--- src/rtl/cache_pkg.sv ---
// Shared sizing and state encoding for the direct-mapped write-through cache controller.
package cache_pkg;

    localparam int ADDR_W   = 10;
    localparam int DATA_W   = 32;
    localparam int INDEX_W  = 5;
    localparam int OFFSET_W = 2;
    localparam int TAG_W    = ADDR_W - INDEX_W - OFFSET_W;

    typedef enum logic {
        IDLE = 1'b0,
        FILL = 1'b1
    } state_t;

endpackage

--- src/rtl/cache_array.sv ---
// Valid/tag/data storage: combinational read port, one synchronous word write port,
// tag+valid update on line fill completion, and an asynchronously cleared valid vector.
module cache_array #(
    parameter int DATA_W   = cache_pkg::DATA_W,
    parameter int INDEX_W  = cache_pkg::INDEX_W,
    parameter int TAG_W    = cache_pkg::TAG_W,
    parameter int OFFSET_W = cache_pkg::OFFSET_W
) (
    input  logic                clk,
    input  logic                rst,
    input  logic [INDEX_W-1:0]  rd_index,
    input  logic [OFFSET_W-1:0] rd_offset,
    output logic                rd_valid,
    output logic [TAG_W-1:0]    rd_tag,
    output logic [DATA_W-1:0]   rd_data,
    input  logic                wr_en,
    input  logic [INDEX_W-1:0]  wr_index,
    input  logic [OFFSET_W-1:0] wr_offset,
    input  logic [DATA_W-1:0]   wr_data,
    input  logic                tag_wr_en,
    input  logic [TAG_W-1:0]    tag_wdata
);
    localparam int LINES = 1 << INDEX_W;
    localparam int WORDS = LINES << OFFSET_W;

    logic [LINES-1:0]  valid;
    logic [TAG_W-1:0]  tags [LINES];
    logic [DATA_W-1:0] data [WORDS];

    always_ff @(posedge clk or posedge rst) begin
        if (rst) begin
            valid <= '0;
        end else if (tag_wr_en) begin
            valid[wr_index] <= 1'b1;
        end
    end

    // Tag and data storage are deliberately left out of reset; valid alone gates hits.
    always_ff @(posedge clk) begin
        if (wr_en) begin
            data[{wr_index, wr_offset}] <= wr_data;
        end
        if (tag_wr_en) begin
            tags[wr_index] <= tag_wdata;
        end
    end

    assign rd_valid = valid[rd_index];
    assign rd_tag   = tags[rd_index];
    assign rd_data  = data[{rd_index, rd_offset}];

endmodule

--- src/rtl/cache_ctrl.sv ---
// Direct-mapped, write-through, no-write-allocate cache controller with a 4-word block fill.
// state | meaning
// IDLE  | serve read hits and write-throughs; a read miss latches the block and starts a fill
// FILL  | stream 4 words from memory into the line, CPU stalled; set valid/tag on the last word
module cache_ctrl #(
    parameter int ADDR_W  = cache_pkg::ADDR_W,
    parameter int DATA_W  = cache_pkg::DATA_W,
    parameter int INDEX_W = cache_pkg::INDEX_W
) (
    input  logic              clk,
    input  logic              rst,
    input  logic              cpu_read,
    input  logic              cpu_write,
    input  logic [ADDR_W-1:0] cpu_addr,
    input  logic [DATA_W-1:0] cpu_wdata,
    output logic [DATA_W-1:0] cpu_rdata,
    output logic              stall,
    output logic              mem_read,
    output logic              mem_write,
    output logic [ADDR_W-1:0] mem_addr,
    output logic [DATA_W-1:0] mem_wdata,
    output logic [1:0]        mem_counter,
    input  logic [DATA_W-1:0] mem_rdata,
    input  logic              mem_ready
);
    import cache_pkg::*;

    localparam int TAG_BITS = ADDR_W - INDEX_W - OFFSET_W;
    localparam int BLK_W    = ADDR_W - OFFSET_W;

    state_t              state;
    logic [1:0]          counter;
    logic [BLK_W-1:0]    blk;

    logic [INDEX_W-1:0]  cpu_index;
    logic [OFFSET_W-1:0] cpu_offset;
    logic [TAG_BITS-1:0] cpu_tag;
    logic                hit;

    logic                arr_valid;
    logic [TAG_BITS-1:0] arr_tag;
    logic [DATA_W-1:0]   arr_rdata;
    logic                arr_wr_en;
    logic [INDEX_W-1:0]  arr_wr_index;
    logic [OFFSET_W-1:0] arr_wr_offset;
    logic [DATA_W-1:0]   arr_wr_data;
    logic                arr_tag_wr_en;

    assign cpu_index  = cpu_addr[OFFSET_W +: INDEX_W];
    assign cpu_offset = cpu_addr[OFFSET_W-1:0];
    assign cpu_tag    = cpu_addr[ADDR_W-1 -: TAG_BITS];
    assign hit        = arr_valid && (arr_tag == cpu_tag);

    cache_array #(
        .DATA_W   (DATA_W),
        .INDEX_W  (INDEX_W),
        .TAG_W    (TAG_BITS),
        .OFFSET_W (OFFSET_W)
    ) u_array (
        .clk       (clk),
        .rst       (rst),
        .rd_index  (cpu_index),
        .rd_offset (cpu_offset),
        .rd_valid  (arr_valid),
        .rd_tag    (arr_tag),
        .rd_data   (arr_rdata),
        .wr_en     (arr_wr_en),
        .wr_index  (arr_wr_index),
        .wr_offset (arr_wr_offset),
        .wr_data   (arr_wr_data),
        .tag_wr_en (arr_tag_wr_en),
        .tag_wdata (blk[BLK_W-1 -: TAG_BITS])
    );

    // Outputs are decoded from the registered state so the fill request drops the
    // instant reset clears the state, and hits/write-throughs need no extra cycle.
    always_comb begin
        cpu_rdata     = '0;
        stall         = 1'b0;
        mem_read      = 1'b0;
        mem_write     = 1'b0;
        mem_addr      = '0;
        mem_wdata     = '0;
        mem_counter   = 2'd0;
        arr_wr_en     = 1'b0;
        arr_wr_index  = cpu_index;
        arr_wr_offset = cpu_offset;
        arr_wr_data   = cpu_wdata;
        arr_tag_wr_en = 1'b0;
        if (!rst) begin
            if (state == IDLE) begin
                if (cpu_write) begin
                    mem_write = 1'b1;
                    mem_addr  = cpu_addr;
                    mem_wdata = cpu_wdata;
                    arr_wr_en = hit;
                end else if (cpu_read) begin
                    if (hit) begin
                        cpu_rdata = arr_rdata;
                    end else begin
                        stall = 1'b1;
                    end
                end
            end else begin
                stall         = 1'b1;
                mem_read      = 1'b1;
                mem_addr      = {blk, {OFFSET_W{1'b0}}};
                mem_counter   = counter;
                arr_wr_en     = 1'b1;
                arr_wr_index  = blk[INDEX_W-1:0];
                arr_wr_offset = counter;
                arr_wr_data   = mem_rdata;
                arr_tag_wr_en = mem_ready;
            end
        end
    end

    always_ff @(posedge clk or posedge rst) begin
        if (rst) begin
            state   <= IDLE;
            counter <= 2'd0;
            blk     <= '0;
        end else begin
            case (state)
                IDLE: begin
                    if (cpu_read && !cpu_write && !hit) begin
                        blk     <= cpu_addr[ADDR_W-1:OFFSET_W];
                        counter <= 2'd0;
                        state   <= FILL;
                    end
                end
                FILL: begin
                    counter <= counter + 2'd1;
                    if (mem_ready) begin
                        state <= IDLE;
                    end
                end
                default: state <= IDLE;
            endcase
        end
    end

endmodule
--- config.mk ---
export PLATFORM = sky130hd
export DESIGN_NAME = cache_ctrl
export DESIGN_NICKNAME = d
export VERILOG_FILES = /design/src/rtl/cache_pkg.sv /design/src/rtl/cache_array.sv /design/src/rtl/cache_ctrl.sv
export SDC_FILE = /design/constraint.sdc
export NUM_CORES = 2
export LEC_CHECK = 0
export CELL_PAD_IN_SITES_DETAIL_PLACEMENT = 1
export CELL_PAD_IN_SITES_GLOBAL_PLACEMENT = 1
export CORE_UTILIZATION = 40
export CTS_BUF_LIST = sky130_fd_sc_hd__clkbuf_4
export DETAILED_ROUTE_END_ITERATION = 12
export GPL_TIMING_DRIVEN = 0
export HOLD_SLACK_MARGIN = 0.06
export PLACE_DENSITY = 0.68
export SYNTH_ARGS = -nofsm -noshare
export SYNTH_HDL_FRONTEND = slang
export SYNTH_HIERARCHICAL = 1
export SYNTH_MEMORY_MAX_BITS = 65536
export SYNTH_SLANG_ARGS = --single-unit
export TNS_END_PERCENT = 10
--- constraint.sdc ---
create_clock -name clk -period 11.3 [get_ports clk]
set_input_delay 3.39 -clock clk [delete_from_list [all_inputs] [get_ports clk]]
set_output_delay 3.39 -clock clk [all_outputs]
set_load 0.1 [all_outputs]
==> images/m1.png <==
Drawn at 1 px/micron. Cells faint in the background.
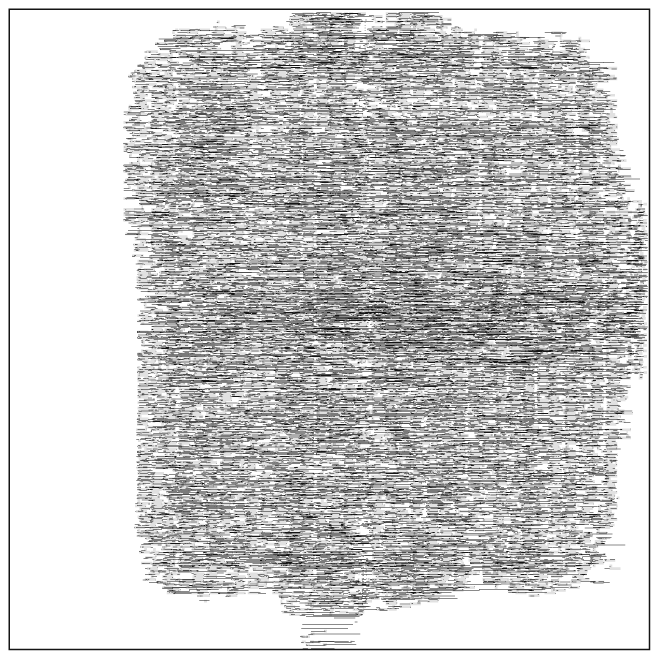
longest straight run: 147 microns
main direction: horizontal
share of all routed wire: 37%
wire length on this layer: 170 mm
nets with wire on the layer: 7807
met1 Track Usage GR: 0.283
DRT Wirelength: 457000 microns
via count: 79900

==> images/m2.png <==
Drawn at 1 px/micron.
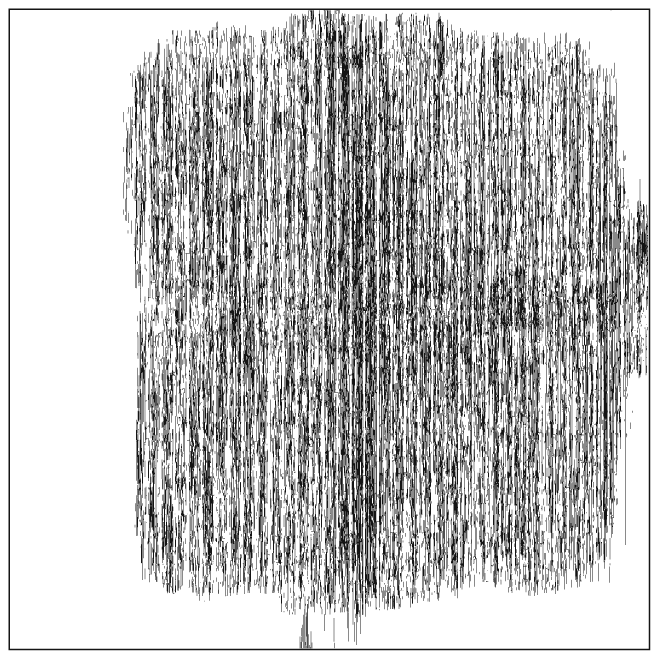
longest straight run: 268 microns
share of all routed wire: 49%
nets with wire on the layer: 7568
wire length on this layer: 225 mm
main direction: vertical

==> results.toml <==
# yosys + openroad results
[final_timing]
setup_ws_ns = -0.125
finalSetupViolCount = 7
skew_ns = 0.111
period_used_share = 1.01
setup_tns_ns = -0.456
finalCriticalPeriod_ns = 11.42
max_slew_margin = 0.0138

[final_layout]
combGateArea_sq_mm = 0.0351
fin_nets = 7929
final-seq-area_sq_mm = 0.127
fillers = 36300

[global_routing]
grt_pass1_vias = 84100
grt.met2_usage = 0.363
grt_pass1_wl_microns = 631000
grt_remaining_overflow = 0

[setup_path]
cp-end-kind = "output port"
startpoint_type = "input port"
r2r_slack_ns = 4.35
worst-r2r-cell-count = 12
path_class = "input port to output port"

[floorplan]
rows = 233
die_h_microns = 639
fp_util = 0.402
fp.dieArea_sq_mm = 0.408

[power_and_ir_drop]
power_density_mw_per_mm2 = 169
total_power_mw = 32.1
p_seq_frac = 0.547
switchingPower_mw = 7.53
peakVddDrop_mv = 0.0933

[cts]
cts_buffer_depth = 5
clockRootBuffer = "clkbuf_4"
clk_pin_slew_ns = 0.06
cts.sinks = 4235
cts_buffers = 1109

[job]
drv_cap = 1

[synthesis]
top_area_cell = "edfxtp_1"
top_cells_by_count = "4192 x edfxtp_1, 1384 x mux4_2, 192 x clkbuf_1"
synth_warnings = 6
async_reset_ff_frac = 0.0102
area_leaders = "edfxtp_1 78%, mux4_2 19%, dfrtp_1 0.66%"
synthCells = 6409

[status]
outcome = "complete, but fails checks"
violations = "capacitance limit, setup timing"

[drt]
drtAntennaViolNets = 0
==> images/m3.png <==
Drawn at 1 px/micron. Cells faint in the background.
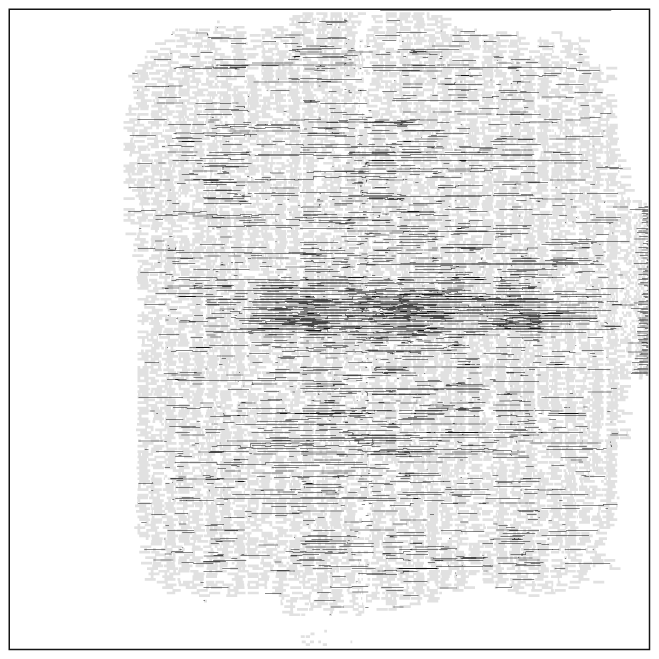
nets with wire on the layer: 1196
main direction: horizontal
longest straight run: 253 microns
share of all routed wire: 9.7%

[critical path: stages]
cell,delay [ns]
clkdlybuf4s50_1,0.55
clkbuf_1,0.93
clkbuf_1,0.89
clkbuf_1,0.58
mux4_2,0.69
mux2_2,0.26
inv_1,0.07
nor3_4,0.26
buf_4,0.35
[state kept, by name, summed over array words and instances, names as in the netlist]
| register | count |
|---|---|
| u_array/tags | 96 |
| counter | 2 |
| u_array/data | 4096 |
| u_array/valid | 32 |
| state | 1 |
| blk | 8 |
[metal layers]
layer | up-vias | wire length (microns)
met2 | 4400 | 225000
met4 | 10 | 17000
met5 | - | 397
li1 | 31500 | -
met1 | 43300 | 170000
met3 | 694 | 44400
[area by class of cell]
| class | count | share of cell area |
|---|---|---|
| clock inverter | 216 | 0.00530 |
| tap | 5405 | 0.0357 |
| buffer | 348 | 0.0111 |
| inverter | 36 | 0.000713 |
| multi-input combinational | 1790 | 0.185 |
| clock buffer | 1516 | 0.0601 |
| timing repair buffer | 330 | 0.0302 |
| sequential | 4235 | 0.670 |
| antenna | 123 | 0.00162 |
[cell families after synthesis]
kind of cell | count (synthesis) | synth area share
flops | 4235 | 0.783
mux | 1467 | 0.198
buf+inv | 384 | 0.00960
simple gates | 306 | 0.00872
compound gates | 12 | 0.000687
xor+xnor | 5 | 0.000270
[worst min-delay path by stage]
stage,from,slack (ns),cells after the start,end
after CTS,u_array/valid[3],0.47,1,u_array/valid[3]
after detailed placement,u_array/valid[16],0.45,1,u_array/valid[16]
after global routing,u_array/valid[19],0.48,1,u_array/valid[19]
after floorplan,u_array/valid[10],0.43,1,u_array/valid[10]
final,u_array/valid[3],0.47,1,u_array/valid[3]
after global placement,u_array/valid[1],0.45,1,u_array/valid[1]
[power groups by stage]
stage | Clock (mW) | Sequential (mW) | Combinational (mW)
after global routing | 13.2 | 17.6 | 2.32
final | 12.3 | 17.6 | 2.26
after global placement | 0 | 17.9 | 1.99
after detailed placement | 0 | 17.9 | 2.18
after floorplan | 0 | 17.9 | 1.17
after CTS | 12.6 | 17.6 | 2.22
[stage by stage]
stage / utilization / cells / setup WS, ns / hold slack (ns)
floorplan: - / 6409 / -0.713 / 0.434
global placement: 0.423 / 12000 / -5.75 / 0.446
detailed placement: 0.436 / 12100 / -4.91 / 0.451
CTS: 0.469 / 13900 / 0.00198 / 0.467
global route: 0.470 / 14000 / -0.0381 / 0.481
finish: 0.470 / 14000 / -0.125 / 0.469
[placed cells by master (no fill, tap or decap), types with 32 or more instances in the layout]
master,count
and2_1,37
buf_12,68
buf_16,102
buf_2,43
buf_4,48
buf_6,35
clkbuf_1,120
clkbuf_2,52
clkbuf_4,1533
clkdlybuf4s50_1,122
clkinv_1,159
dfrtp_1,43
diode_2,123
edfxtp_1,4192
inv_1,35
mux2_2,51
mux4_2,1384
nor2_1,38
nor2_4,128
or2_2,32
[timing repair]
item,CTS,global route
setup endpoints to repair,4129,27
pin swaps,9,0
resized,546,21
setup buffers,4,0
